[src/rtl/store_queue_param.sv]
`default_nettype none
// ============================================================================
// Module      : store_queue_param
// Description : Parametrised in-order store queue. Holds issued stores until
//               ROB retirement, drains retired stores in order to a
//               single-port data memory, forwards the youngest matching
//               store to executing loads, and squashes non-retired stores
//               on branch recovery.
// Revision    : 1.0 - initial release
// ============================================================================
module store_queue_param #(
    parameter int DEPTH  = 8,
    parameter int DATA_W = 32,
    parameter int ADDR_W = 16,
    parameter int ROB_W  = 4
) (
    input  logic                    clk,
    input  logic                    rst,
    input  logic                    stall,
    input  logic                    st_valid,
    input  logic [ADDR_W-1:0]       st_addr,
    input  logic [DATA_W-1:0]       st_data,
    input  logic [ROB_W-1:0]        st_rob,
    input  logic                    retire_st,
    input  logic [ROB_W-1:0]        retire_rob,
    input  logic                    recover,
    input  logic                    ld_valid,
    input  logic [ADDR_W-1:0]       ld_addr,
    input  logic                    mem_ready,
    output logic                    mem_wen,
    output logic [ADDR_W-1:0]       mem_addr,
    output logic [DATA_W-1:0]       mem_wdata,
    output logic                    fwd_hit,
    output logic [DATA_W-1:0]       fwd_data,
    output logic                    sq_full,
    output logic                    sq_empty,
    output logic [$clog2(DEPTH):0]  sq_count
);

    localparam int              PW         = $clog2(DEPTH);
    localparam logic [PW:0]     C_FULL     = (PW+1)'(DEPTH);
    localparam logic [PW:0]     C_CNT_ONE  = (PW+1)'(1);
    localparam logic [PW-1:0]   C_PTR_ONE  = PW'(1);

    // Entry storage
    logic [DEPTH-1:0]   r_valid;
    logic [DEPTH-1:0]   r_ready;
    logic [ADDR_W-1:0]  r_addr [DEPTH];
    logic [DATA_W-1:0]  r_data [DEPTH];
    logic [ROB_W-1:0]   r_rob  [DEPTH];

    logic [PW-1:0]      r_head;
    logic [PW-1:0]      r_tail;
    logic [PW:0]        r_count;

    logic               r_fwd_hit;
    logic [DATA_W-1:0]  r_fwd_data;

    logic               w_full;
    logic               w_alloc;
    logic               w_wen;
    logic               w_drain;
    logic [DEPTH-1:0]   w_ready_nxt;
    logic [PW:0]        w_nready;
    logic               w_match;
    logic [DATA_W-1:0]  w_match_data;

    assign w_full  = (r_count == C_FULL);
    assign w_alloc = st_valid && !stall && !recover && !w_full;
    // A load owns the memory port, so it always beats the drain.
    assign w_wen   = r_valid[r_head] && r_ready[r_head] && !ld_valid && !stall && !recover;
    assign w_drain = w_wen && mem_ready;

    // Ready bits after this cycle's retirement (recovery squashes on top of this)
    always_comb begin
        w_ready_nxt = r_ready;
        for (int i = 0; i < DEPTH; i++) begin
            if (retire_st && r_valid[i] && !r_ready[i] && (r_rob[i] == retire_rob)) begin
                w_ready_nxt[i] = 1'b1;
            end
        end
    end

    // Number of retired entries surviving a recovery; they are contiguous from head
    always_comb begin
        w_nready = '0;
        for (int i = 0; i < DEPTH; i++) begin
            w_nready = w_nready + {{PW{1'b0}}, (r_valid[i] & w_ready_nxt[i])};
        end
    end

    // Youngest-match search: walk from oldest to tail-1 so the last hit wins
    always_comb begin
        w_match      = 1'b0;
        w_match_data = '0;
        for (int i = DEPTH - 1; i >= 0; i--) begin
            if (r_valid[r_tail - PW'(i + 1)] && (r_addr[r_tail - PW'(i + 1)] == ld_addr)) begin
                w_match      = 1'b1;
                w_match_data = r_data[r_tail - PW'(i + 1)];
            end
        end
    end

    // Entry flags, pointers and occupancy
    always_ff @(posedge clk) begin
        if (rst) begin
            r_valid <= '0;
            r_ready <= '0;
            r_head  <= '0;
            r_tail  <= '0;
            r_count <= '0;
        end else if (recover) begin
            r_valid <= r_valid & w_ready_nxt;
            r_ready <= r_valid & w_ready_nxt;
            r_tail  <= r_head + w_nready[PW-1:0];
            r_count <= w_nready;
        end else begin
            r_ready <= w_ready_nxt;
            if (w_drain) begin
                r_valid[r_head] <= 1'b0;
                r_ready[r_head] <= 1'b0;
                r_head          <= r_head + C_PTR_ONE;
            end
            if (w_alloc) begin
                r_valid[r_tail] <= 1'b1;
                r_ready[r_tail] <= 1'b0;
                r_tail          <= r_tail + C_PTR_ONE;
            end
            if (w_alloc && !w_drain) begin
                r_count <= r_count + C_CNT_ONE;
            end else if (!w_alloc && w_drain) begin
                r_count <= r_count - C_CNT_ONE;
            end
        end
    end

    // Payload write at the tail; payload is don't-care until valid is set
    always_ff @(posedge clk) begin
        if (w_alloc) begin
            r_addr[r_tail] <= st_addr;
            r_data[r_tail] <= st_data;
            r_rob[r_tail]  <= st_rob;
        end
    end

    // Registered forwarding result, aligned with memory read latency
    always_ff @(posedge clk) begin
        if (rst) begin
            r_fwd_hit  <= 1'b0;
            r_fwd_data <= '0;
        end else begin
            r_fwd_hit  <= ld_valid && w_match;
            r_fwd_data <= (ld_valid && w_match) ? w_match_data : '0;
        end
    end

    assign mem_wen   = w_wen;
    assign mem_addr  = r_addr[r_head];
    assign mem_wdata = r_data[r_head];
    assign fwd_hit   = r_fwd_hit;
    assign fwd_data  = r_fwd_data;
    assign sq_full   = w_full;
    assign sq_empty  = (r_count == '0);
    assign sq_count  = r_count;

endmodule
`default_nettype wire

[config.mk]
export PLATFORM = sky130hd
export DESIGN_NAME = store_queue_param
export DESIGN_NICKNAME = d
export VERILOG_FILES = /design/src/rtl/store_queue_param.sv
export SDC_FILE = /design/constraint.sdc
export NUM_CORES = 2
export LEC_CHECK = 0
export ABC_AREA = 1
export CORE_UTILIZATION = 44
export CTS_BUF_LIST = sky130_fd_sc_hd__clkbuf_16
export CTS_CLUSTER_SIZE = 24
export DETAILED_ROUTE_END_ITERATION = 10
export HOLD_SLACK_MARGIN = 0.02
export MAX_ROUTING_LAYER = met4
export SYNTH_ARGS = -nofsm -noshare
export SYNTH_HDL_FRONTEND = slang
export SYNTH_SLANG_ARGS = --single-unit
[constraint.sdc]
create_clock -name clk -period 7.8 [get_ports clk]
set_input_delay 2.34 -clock clk [delete_from_list [all_inputs] [get_ports clk]]
set_output_delay 2.34 -clock clk [all_outputs]
set_load 0.005 [all_outputs]
Fig. 1: wiring by layer
Bar = 100 microns.
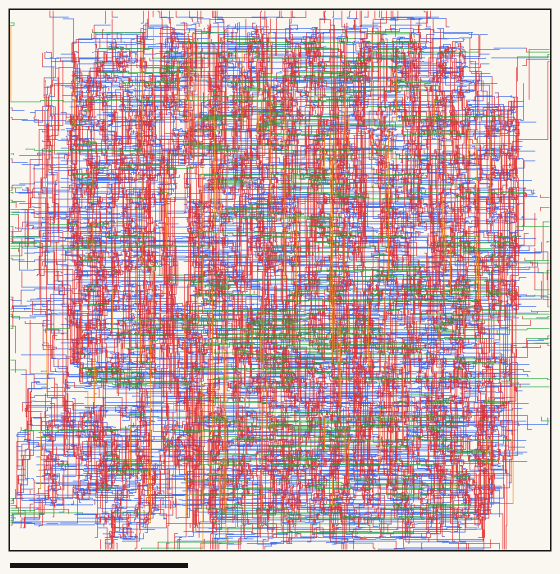
[red] metal 2 | wire length: 68.0 mm
[green] metal 3 | wire length: 15400 microns
[orange] metal 4 | wire length: 5740 microns
[blue] metal 1 | wire length: 65.3 mm
final wirelength: 154000 microns
via count: 41600
wire per inst: 21.9 microns
gr usage total: 0.342

Fig. 2: local utilization
The die is cut into 30 by 30 equal tiles; dark blue is low, red is high, 0 to 100% covered.
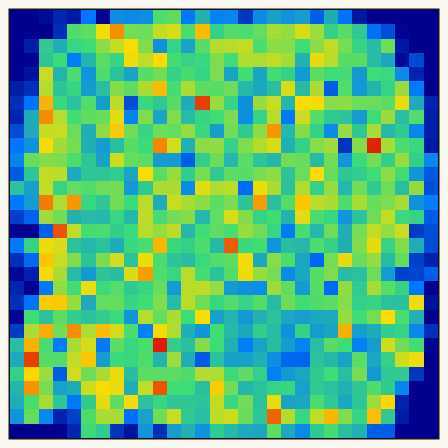
tiles over 75% full: 4.2%
fullest tile: 97%
nearly empty tiles: 5.2%
Core Region: 88900 sq um
utilization after layout: 0.490

Fig. 3: gate families picked out
Bar = 100 microns.
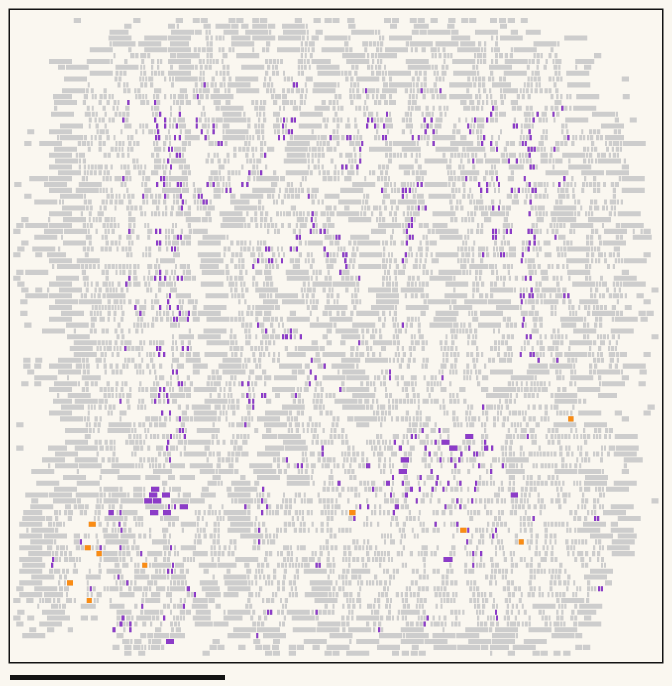
[orange] AND-OR and OR-AND gates | cells: 10 | most used: o21a_1
[purple] NOR gates | cells: 449 | most used: nor2_1
Non-Filler Instances: 7039
Commonest Layout Cell: nand2_1
Comb/total area: 0.506

==> flow_metrics.py <==
# Generated from Yosys and OpenROAD reports
metrics = {
    "sta": {
        "finalSetupViolations": 0,
        "fin_tns_setup_ps": 0,
        "fin_crit_ps": 6670,
        "fin_worst_skew_ps": 37.3,
        "worst_hold_slack_ps": 618,
        "hold_viol": 0,
    },
    "synthesis": {
        "xor_area_frac": 0.00928,
        "top_area_frac": 0.314,
        "synth_cell_type_count": 56,
        "topCellsByArea": "edfxtp_1, nand2_1, o21ai_0",
        "syn_area_sq_um": 39800,
        "synthAoiAreaFrac": 0.218,
        "synth.ff_latch_count": 481,
        "synthMuxAreaShare": 0.0325,
        "ys_async_sr_fraction": 0,
        "synthFlopType": "edfxtp_1",
        "synth-edff-count": 416,
        "yosys_cells": 5979,
        "syn_nets": 6078,
        "ys_sh_simple": 0.284,
        "ys_seq_frac": 0.347,
        "synth_warnings": 0,
        "yosys.area.top_type": "edfxtp_1",
        "syn_inst": 5979,
    },
    "pwr": {
        "pwr-share-comb": 0.232,
        "maxPowerGroup": "registers",
        "peakVddDrop_mv": 0.174,
        "seq_power_share": 0.394,
        "p_per_area_nw_per_um2": 166,
        "p_int_mw": 4.85,
        "swShare": 0.331,
    },
    "clock_tree": {
        "clock-sinks": 481,
        "cts_buffer_depth": 3,
        "clk_latency_ps": 700,
        "cts_tree": "done",
        "cts_made_buffers": 58,
        "cts_resized": 0,
    },
    "grt": {
        "grt_max_degree": 180,
        "grt_pass1_vias": 37800,
        "grt.overflow.total": 0,
        "grt_util_met1": 0.457,
    },
    "floorplanning": {
        "rows": 109,
        "die_w_microns": 303,
        "die_h_microns": 303,
        "io_pins": 168,
    },
    "critical_path": {
        "arrival_ps": 7230,
        "end_kind": "flip-flop",
        "critPathRequiredTime_ps": 8360,
        "crit_type": "input pin to flip-flop",
        "path_delay_family": "adder cells",
        "crit_chain": "clkdlybuf4s50_1, inv_1, o22ai_1, a2111oi_0, nand2_1, nand2_1, nand2_1, fa_1, fa_1, fa_1, inv_1, ha_1, fa_1, inv_1, fa_1, xnor2_1, a21oi_1, o21ai_0, o211ai_1, nand2_1, inv_1",
        "rr_startpoint": "r_tail[0]",
        "reg2regPathDepth": 17,
        "timing.rr.end": "fwd_data[15]",
        "path_max_fanout": 16,
    },
    "worst_hold_path": {
        "min_path_type": "flip-flop to flip-flop",
        "min_to": "r_ready[6]",
    },
    "cells_and_area": {
        "syn_to_final_growth_pct": 9.52,
        "mostFrequentLayoutCells": "nand2_1, o21ai_0, nand3_1",
        "drive_gt1_frac": 0.0428,
        "logic_gate_count": 4508,
        "design.seq.count": 481,
        "clock_cell_area_share": 0.0426,
        "sh_seq_area": 0.317,
    },
    "drt": {
        "met3_wirelength_microns": 15400,
        "viasPerCell": 5.92,
        "drtIter0Drc": 5251,
        "met1_length_microns": 65300,
    },
    "placement": {
        "io_buffers": 167,
    },
    "flow_run": {
        "max_cap_violations": 0,
        "warning_count": 48,
    },
    "outcome": {
        "status": "completed",
    },
}
[logic make-up after synthesis]
| family | count (synthesis) |
|---|---|
| and+or+nand+nor | 2746 |
| AOI/OAI and AO/OA | 1574 |
| buffers and inverters | 990 |
| DFF | 481 |
| muxes | 129 |
| xor gates and xnor gates | 40 |
| adders and majority gates | 19 |
[cell usage after synthesis, drive strengths merged, types with 10 or more instances]
library cell and instances:
mux2i 129, o211ai 120, a22oi 31, or2 37, clkbuf 249, nor2 435, ha 13, dfxtp 65
inv 523, nand4 12, a31oi 53, o22ai 30, nand2 1614, nor3 10, edfxtp 416, xor2 35
o21ai 870, nand3 628, a21oi 398, buf 210, a221oi 42
[registers in the layout, indices dropped and copies added (netlist names), named ones only]
name,flops
fwd_data,32
fwd_hit,1
r_addr,128
r_data,256
r_head,3
r_ready,8
r_rob,32
r_tail,3
r_valid,8
sq_count,4
[stage by stage]
step           total power, mW  cells  setup slack, ps   util  instance area, sq um
3_3_place_gp              4.53   6921              439  0.469                 41700
6_report                  7.24   7039             1130  0.490                 43600
4_1_cts                   7.23   7031             1180  0.490                 43600
5_1_grt                   7.55   7038              825  0.490                 43600
2_1_floorplan             4.06   5979             1170      -                 39800
3_5_place_dp              4.54   6921              459  0.469                 41700
[worst min-delay path, cell delays in order (launching register included)]
cell     delay (ps)
dfxtp_1         360
nand3_1         140
a21oi_1          70
[how the worst max path moves through the flow]
stage | slack, ps | end | depth (start not counted)
6_report | 1130 | r_tail[2] | 21
5_1_grt | 820 | r_tail[2] | 21
4_1_cts | 1180 | r_tail[2] | 21
3_5_place_dp | 460 | r_tail[2] | 21
3_3_place_gp | 440 | r_tail[2] | 21
2_1_floorplan | 1170 | flip-flop | 21
Power and IR drop assume default switching activity.
